--- src/rtl/rr_arbiter_if.sv ---
// Request/grant bundle between the requester front-ends and rr_arbiter.
//   req     : per-requester level request (bit i = requester i)
//   gnt     : registered one-hot grant, zero when idle
//   gnt_id  : registered binary index of the owner, valid while busy
//   busy    : registered, high while a grant is active
//   preempt : registered one-cycle pulse when a grant is revoked by timeout
// The master modport is the requester side; the slave modport is the arbiter.
interface rr_arbiter_if #(
    parameter int unsigned NUM_REQ = 4
);
    localparam int unsigned ID_BITS = $clog2(NUM_REQ);

    logic [NUM_REQ-1:0] req;
    logic [NUM_REQ-1:0] gnt;
    logic [ID_BITS-1:0] gnt_id;
    logic               busy;
    logic               preempt;

    modport master (
        output req,
        input  gnt,
        input  gnt_id,
        input  busy,
        input  preempt
    );

    modport slave (
        input  req,
        output gnt,
        output gnt_id,
        output busy,
        output preempt
    );
endinterface

--- src/rtl/rr_arbiter.sv ---
// Round-robin arbiter for a shared datapath resource. A requester keeps ownership while its
// level request stays high; a rotating priority pointer gives fairness, and a release hands
// off to the next requester on the same edge with no bubble.
// Optional feature: define ARB_TIMEOUT_EN to compile in the hold-limit timer that preempts an
// owner after MAX_HOLD consecutive owned cycles while others wait. Without it, preempt is 0.
// Ports:
//   clk   : rising-edge clock
//   rst_n : asynchronous active-low reset
//   bus   : rr_arbiter_if slave modport (req in; gnt, gnt_id, busy, preempt out)
module rr_arbiter #(
    parameter int unsigned NUM_REQ  = 4,
    parameter int unsigned MAX_HOLD = 8
) (
    input  logic         clk,
    input  logic         rst_n,
    rr_arbiter_if.slave  bus
);
    localparam int unsigned ID_BITS = $clog2(NUM_REQ);

    typedef enum logic [0:0] {StIdle, StOwned} state_e;

    state_e             state_q, state_d;
    logic [NUM_REQ-1:0] gnt_q, gnt_d;
    logic [ID_BITS-1:0] id_q, id_d;
    logic [ID_BITS-1:0] ptr_q, ptr_d;
    logic [NUM_REQ-1:0] others_req;

`ifdef ARB_TIMEOUT_EN
    localparam logic [7:0] HoldMax = 8'(MAX_HOLD);
    logic [7:0] hold_q, hold_d;
    logic       preempt_q, preempt_d;
`else
    logic unused_max_hold;
    assign unused_max_hold = ^8'(MAX_HOLD);
`endif

    // Index after idx, wrapping at NUM_REQ (which need not be a power of two).
    function automatic logic [ID_BITS-1:0] inc_idx(input logic [ID_BITS-1:0] idx);
        return (idx == ID_BITS'(NUM_REQ - 1)) ? '0 : idx + 1'b1;
    endfunction

    // First set bit of r searching from start with wrap-around; caller guarantees r != 0.
    function automatic logic [ID_BITS-1:0] pick(input logic [NUM_REQ-1:0] r,
                                               input logic [ID_BITS-1:0] start);
        logic [ID_BITS-1:0] idx;
        logic [ID_BITS-1:0] sel;
        logic               found;
        idx   = start;
        sel   = start;
        found = 1'b0;
        for (int i = 0; i < int'(NUM_REQ); i++) begin
            if (!found && r[idx]) begin
                sel   = idx;
                found = 1'b1;
            end
            idx = inc_idx(idx);
        end
        return sel;
    endfunction

    function automatic logic [NUM_REQ-1:0] onehot(input logic [ID_BITS-1:0] idx);
        return {{(NUM_REQ-1){1'b0}}, 1'b1} << idx;
    endfunction

    // gnt_q is the owner mask while owned, so this is every pending request except the owner.
    assign others_req = bus.req & ~gnt_q;

    always_comb begin
        state_d = state_q;
        gnt_d   = gnt_q;
        id_d    = id_q;
        ptr_d   = ptr_q;
`ifdef ARB_TIMEOUT_EN
        hold_d    = hold_q;
        preempt_d = 1'b0;
`endif
        unique case (state_q)
            StIdle: begin
                if (|bus.req) begin
                    id_d    = pick(bus.req, ptr_q);
                    gnt_d   = onehot(id_d);
                    state_d = StOwned;
`ifdef ARB_TIMEOUT_EN
                    hold_d  = 8'd1;
`endif
                end
            end
            StOwned: begin
                if (!bus.req[id_q]) begin
                    // Release takes precedence over a simultaneous timeout.
                    ptr_d = inc_idx(id_q);
                    if (|others_req) begin
                        id_d   = pick(others_req, ptr_d);
                        gnt_d  = onehot(id_d);
`ifdef ARB_TIMEOUT_EN
                        hold_d = 8'd1;
`endif
                    end else begin
                        state_d = StIdle;
                        gnt_d   = '0;
                        id_d    = '0;
                    end
                end
`ifdef ARB_TIMEOUT_EN
                else if (hold_q == HoldMax && |others_req) begin
                    ptr_d     = inc_idx(id_q);
                    id_d      = pick(others_req, ptr_d);
                    gnt_d     = onehot(id_d);
                    hold_d    = 8'd1;
                    preempt_d = 1'b1;
                end else if (hold_q != HoldMax) begin
                    hold_d = hold_q + 8'd1;
                end
`endif
            end
            default: state_d = StIdle;
        endcase
    end

    always_ff @(posedge clk or negedge rst_n) begin
        if (!rst_n) begin
            state_q <= StIdle;
            gnt_q   <= '0;
            id_q    <= '0;
            ptr_q   <= '0;
        end else begin
            state_q <= state_d;
            gnt_q   <= gnt_d;
            id_q    <= id_d;
            ptr_q   <= ptr_d;
        end
    end

`ifdef ARB_TIMEOUT_EN
    always_ff @(posedge clk or negedge rst_n) begin
        if (!rst_n) begin
            hold_q    <= '0;
            preempt_q <= 1'b0;
        end else begin
            hold_q    <= hold_d;
            preempt_q <= preempt_d;
        end
    end
    assign bus.preempt = preempt_q;
`else
    assign bus.preempt = 1'b0;
`endif

    assign bus.gnt    = gnt_q;
    assign bus.gnt_id = id_q;
    assign bus.busy   = (state_q == StOwned);
endmodule
--- src/flat_wrapper.sv ---
// flat-port wrapper written by rule: the top's interface ports become plain ports
module rr_arbiter_flat 
#(
    parameter int unsigned NUM_REQ  = 4,
    parameter int unsigned MAX_HOLD = 8
)
  (clk, rst_n, bus_req, bus_gnt, bus_gnt_id, bus_busy, bus_preempt);
  rr_arbiter_if #(.NUM_REQ(NUM_REQ)) bus_i ();
  input  logic clk;
  input  logic rst_n;
  input wire logic [$bits(bus_i.req)-1:0] bus_req;
  output wire logic [$bits(bus_i.gnt)-1:0] bus_gnt;
  output wire logic [$bits(bus_i.gnt_id)-1:0] bus_gnt_id;
  output wire logic [$bits(bus_i.busy)-1:0] bus_busy;
  output wire logic [$bits(bus_i.preempt)-1:0] bus_preempt;
  assign bus_i.req = bus_req;
  assign bus_gnt = bus_i.gnt;
  assign bus_gnt_id = bus_i.gnt_id;
  assign bus_busy = bus_i.busy;
  assign bus_preempt = bus_i.preempt;
  rr_arbiter #(.NUM_REQ(NUM_REQ), .MAX_HOLD(MAX_HOLD)) u_core (.clk(clk), .rst_n(rst_n), .bus(bus_i));
endmodule
--- config.mk ---
export PLATFORM = sky130hd
export DESIGN_NAME = rr_arbiter_flat
export DESIGN_NICKNAME = d
export VERILOG_FILES = /design/src/rtl/rr_arbiter_if.sv /design/src/rtl/rr_arbiter.sv /design/src/flat_wrapper.sv
export SDC_FILE = /design/constraint.sdc
export NUM_CORES = 1
export LEC_CHECK = 0
export CAP_MARGIN = 20
export CORE_MARGIN = 1
export CORE_UTILIZATION = 50
export CTS_CLUSTER_DIAMETER = 100
export DETAILED_ROUTE_END_ITERATION = 12
export HOLD_SLACK_MARGIN = 0.1
export PLACE_DENSITY = 0.74
export SYNTH_ARGS = -nofsm -noshare
export SYNTH_HDL_FRONTEND = slang
export SYNTH_SLANG_ARGS = --single-unit
--- constraint.sdc ---
create_clock -name clk -period 2.67 [get_ports clk]
set_input_delay 0.534 -clock clk [delete_from_list [all_inputs] [get_ports clk]]
set_output_delay 0.534 -clock clk [all_outputs]
set_load 0.1 [all_outputs]
**Met2 routing**

Drawn at 6 px/um.
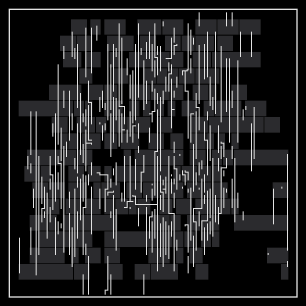
main direction: vertical
nets with wire on the layer: 134
detailed-route via count: 1072
routing usage on met2: 0.359
final WL: 2540 um

**Drive-strength map**

Drawn at 10 px/um.
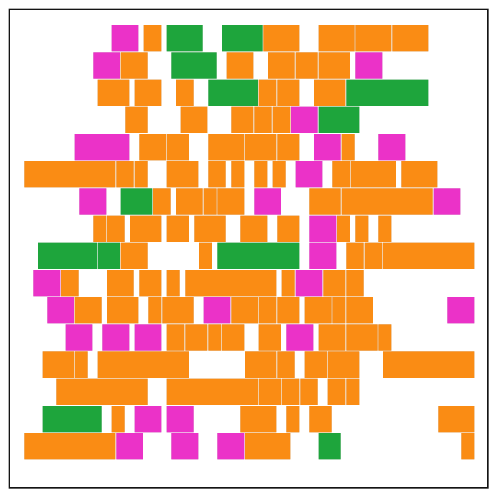
| color | size | cells | share |
|---|---|---|---|
| green | _2 cells | 12 | 8.2% |
| magenta | _3 and _4 cells | 27 | 18% |
| orange | _0 and _1 cells | 108 | 73% |
Signal buffers: 28
fin worst setup slack: 234 ps
final instance area: 1260 sq um
Layout area overhead: 21.0%

==> metrics.csv <==
stage;metric;value;unit
run_status;status;finished clean;
place;portBuffers;12;
logic_synthesis;yosys_cells;126;
grt;antenna_found_initial;0;
cells_and_area;combGateArea;744;sq um
logic_synthesis;ys_top_cells_by_count;dfrtp_1 (9), nor2_1 (9), nand2_1 (8);
timing;setup_viol;0;
grt;grtUsageTotal;0.232;
routing;drc;0;
cells_and_area;utilization;0.644;
critical_path;end_kind;flop;
worst_hold_path;hold_path_depth;2;
cts;root_buffer;clkbuf_4;
routing;drtIter0Drc;31;
timing;finalCritPeriodShare;0.912;
critical_path;worstRegToRegCells;7;
cells_and_area;layout_top_cell;buf_4;
logic_synthesis;ys_top_logic_family;AND-OR/OR-AND gates;
routing;wl_per_cell;14.6;um
logic_synthesis;ys_chip_area;1040;sq um
critical_path;critical_path.startpoint_type;flop;
cts;tritoncts;built;
cells_and_area;num-fill-cells;187;
logic_synthesis;ff_type;dfrtp_1;
place;pre_cts_slack;-25.7;ps
critical_path;worstPathCellList;ha_1 > mux2_2 > mux2i_2 > nor4_1 > a31o_2 > or2_2 > o41ai_2;
grt;first_global_vias;861;
critical_path;timing.rr.start;u_core.ptr_q[1];
logic_synthesis;synth-compound-area-share;0.305;
critical_path;r2r_slack;230;ps
critical_path;cp.required;2840;ps
cells_and_area;regArea;225;sq um
cts;cts_resized;0;
critical_path;worst_path_max_delay_cell;ha_1;
timing;layout_min_cycle_time;2440;ps
logic_synthesis;synth_cells;126;
critical_path;cp.arrival;2600;ps
die;die_w;47.7;um
logic_synthesis;simple_gate_share;0.260;
timing;whs;558;ps
critical_path;path_buffers;0;
cts;cts.sinks;9;
cts;clock_path_buffers;2;
critical_path;crit_start;u_core.ptr_q[1];
cts;cts_buffers;3;
logic_synthesis;ys_types;52;
timing;slew_viol_final;0;
cts;clk_latency;270;ps
critical_path;path_delay_family;multiplexers;
flow_run;drv_cap;0;
flow_run;warning_count;26;
die;io_pins;14;
cells_and_area;antenna_cells;0;
logic_synthesis;avgSynthCellArea;8.29;sq um
worst_hold_path;holdCritStartpoint;u_core.bus.gnt[3];
logic_synthesis;yosysWarnings;0;
place;place_inst;170;
grt;grt.overflow.total;0;
logic_synthesis;syn_area;1040;sq um
worst_hold_path;hold_path_end;u_core.bus.gnt[3];
cells_and_area;layoutNonFillerInstCount;174;
critical_path;critPathKind;flop to flop;
timing;fin_tns_setup;0;ps
logic_synthesis;yosysSeqAreaShare;0.216;
logic_synthesis;ys_seq_elements;9;
place;gp_congestion;0.842;
cts;postCtsHoldBufs;0;
die;die_h;47.7;um
cells_and_area;layout-drive-gt1-share;0.265;
logic_synthesis;top_cell_area_share;0.216;
cts;post_cts_buffers;0;
logic_synthesis;async_flop_share;1.00;
grt;grt_max_degree;20;
logic_synthesis;mux_area_frac;0.111;
logic_synthesis;yosysTopAreaCell;dfrtp_1;
critical_path;r2r_end;u_core.bus.gnt[0];
timing;finClkSkew;3.00;ps
critical_path;crit_path_max_incr_delay;420;ps
timing;timing.fmax;411;MHz
die;row_count;16;
die;fp.coreArea;1960;sq um
cts;clk_pin_slew;70;ps
logic_synthesis;edf_count;0;
logic_synthesis;syn_nets;134;
cells_and_area;fin_nets;156;
logic_synthesis;ys_sh_adder;0.0240;
cells_and_area;mostFrequentLayoutCells;buf_4 (23), nor2_1 (9), dfrtp_1 (9);
**Met3 routing**

Drawn at 6 px/um.
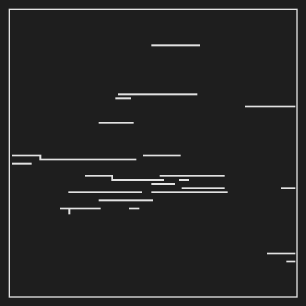
main direction: horizontal
nets with wire on the layer: 17
share of all routed wire: 6.0%
longest straight run: 15.9 um
wire length on this layer: 152 um
grt met3 use: 0.0566

-- how the worst max path moves through the flow --
stage               depth (start not counted)                end
global placement                            7  u_core.bus.gnt[1]
floorplan                                   6  u_core.bus.gnt[0]
global route                                7  u_core.bus.gnt[0]
finish                                      7  u_core.bus.gnt[0]
CTS                                         7  u_core.bus.gnt[0]
detailed placement                          7  u_core.bus.gnt[0]
-- worst reg2reg max path: stages (launching register included) --
cell,delay (ps)
dfrtp_1,390
ha_1,420
mux2_2,390
mux2i_2,250
nor4_1,90
a31o_2,240
or2_2,290
o41ai_2,270
-- final cells by class --
cell class,count,share of cell area
Inverter,3,0.00891
Tap cell,27,0.0267
Sequential cell,9,0.178
Multi-Input combinational cell,103,0.589
Clock buffer,4,0.0208
Timing Repair Buffer,28,0.176
-- logic make-up after synthesis --
logic type	Yosys count
AND/OR/NAND/NOR	49
AND-OR/OR-AND	42
buffers and inverters	14
flip-flops	9
multiplexers	8
adder cells (fa/ha/maj)	2
other	1
XOR/XNOR	1
-- sequential cells by signal (all words and copies together), names as in the netlist --
signal	cells
u_core.bus.busy	1
u_core.bus.gnt	4
u_core.ptr_q	2
u_core.bus.gnt_id	2
-- per-layer routing --
metal,GRT usage,wire [um],part of all wire,vias up
met1,0.333,1200,0.47,504
met3,0.0566,152,0.060,0
met5,0,0,0,-
met4,0.0333,0,0,0
li1,-,-,-,526
met2,0.359,1190,0.47,42
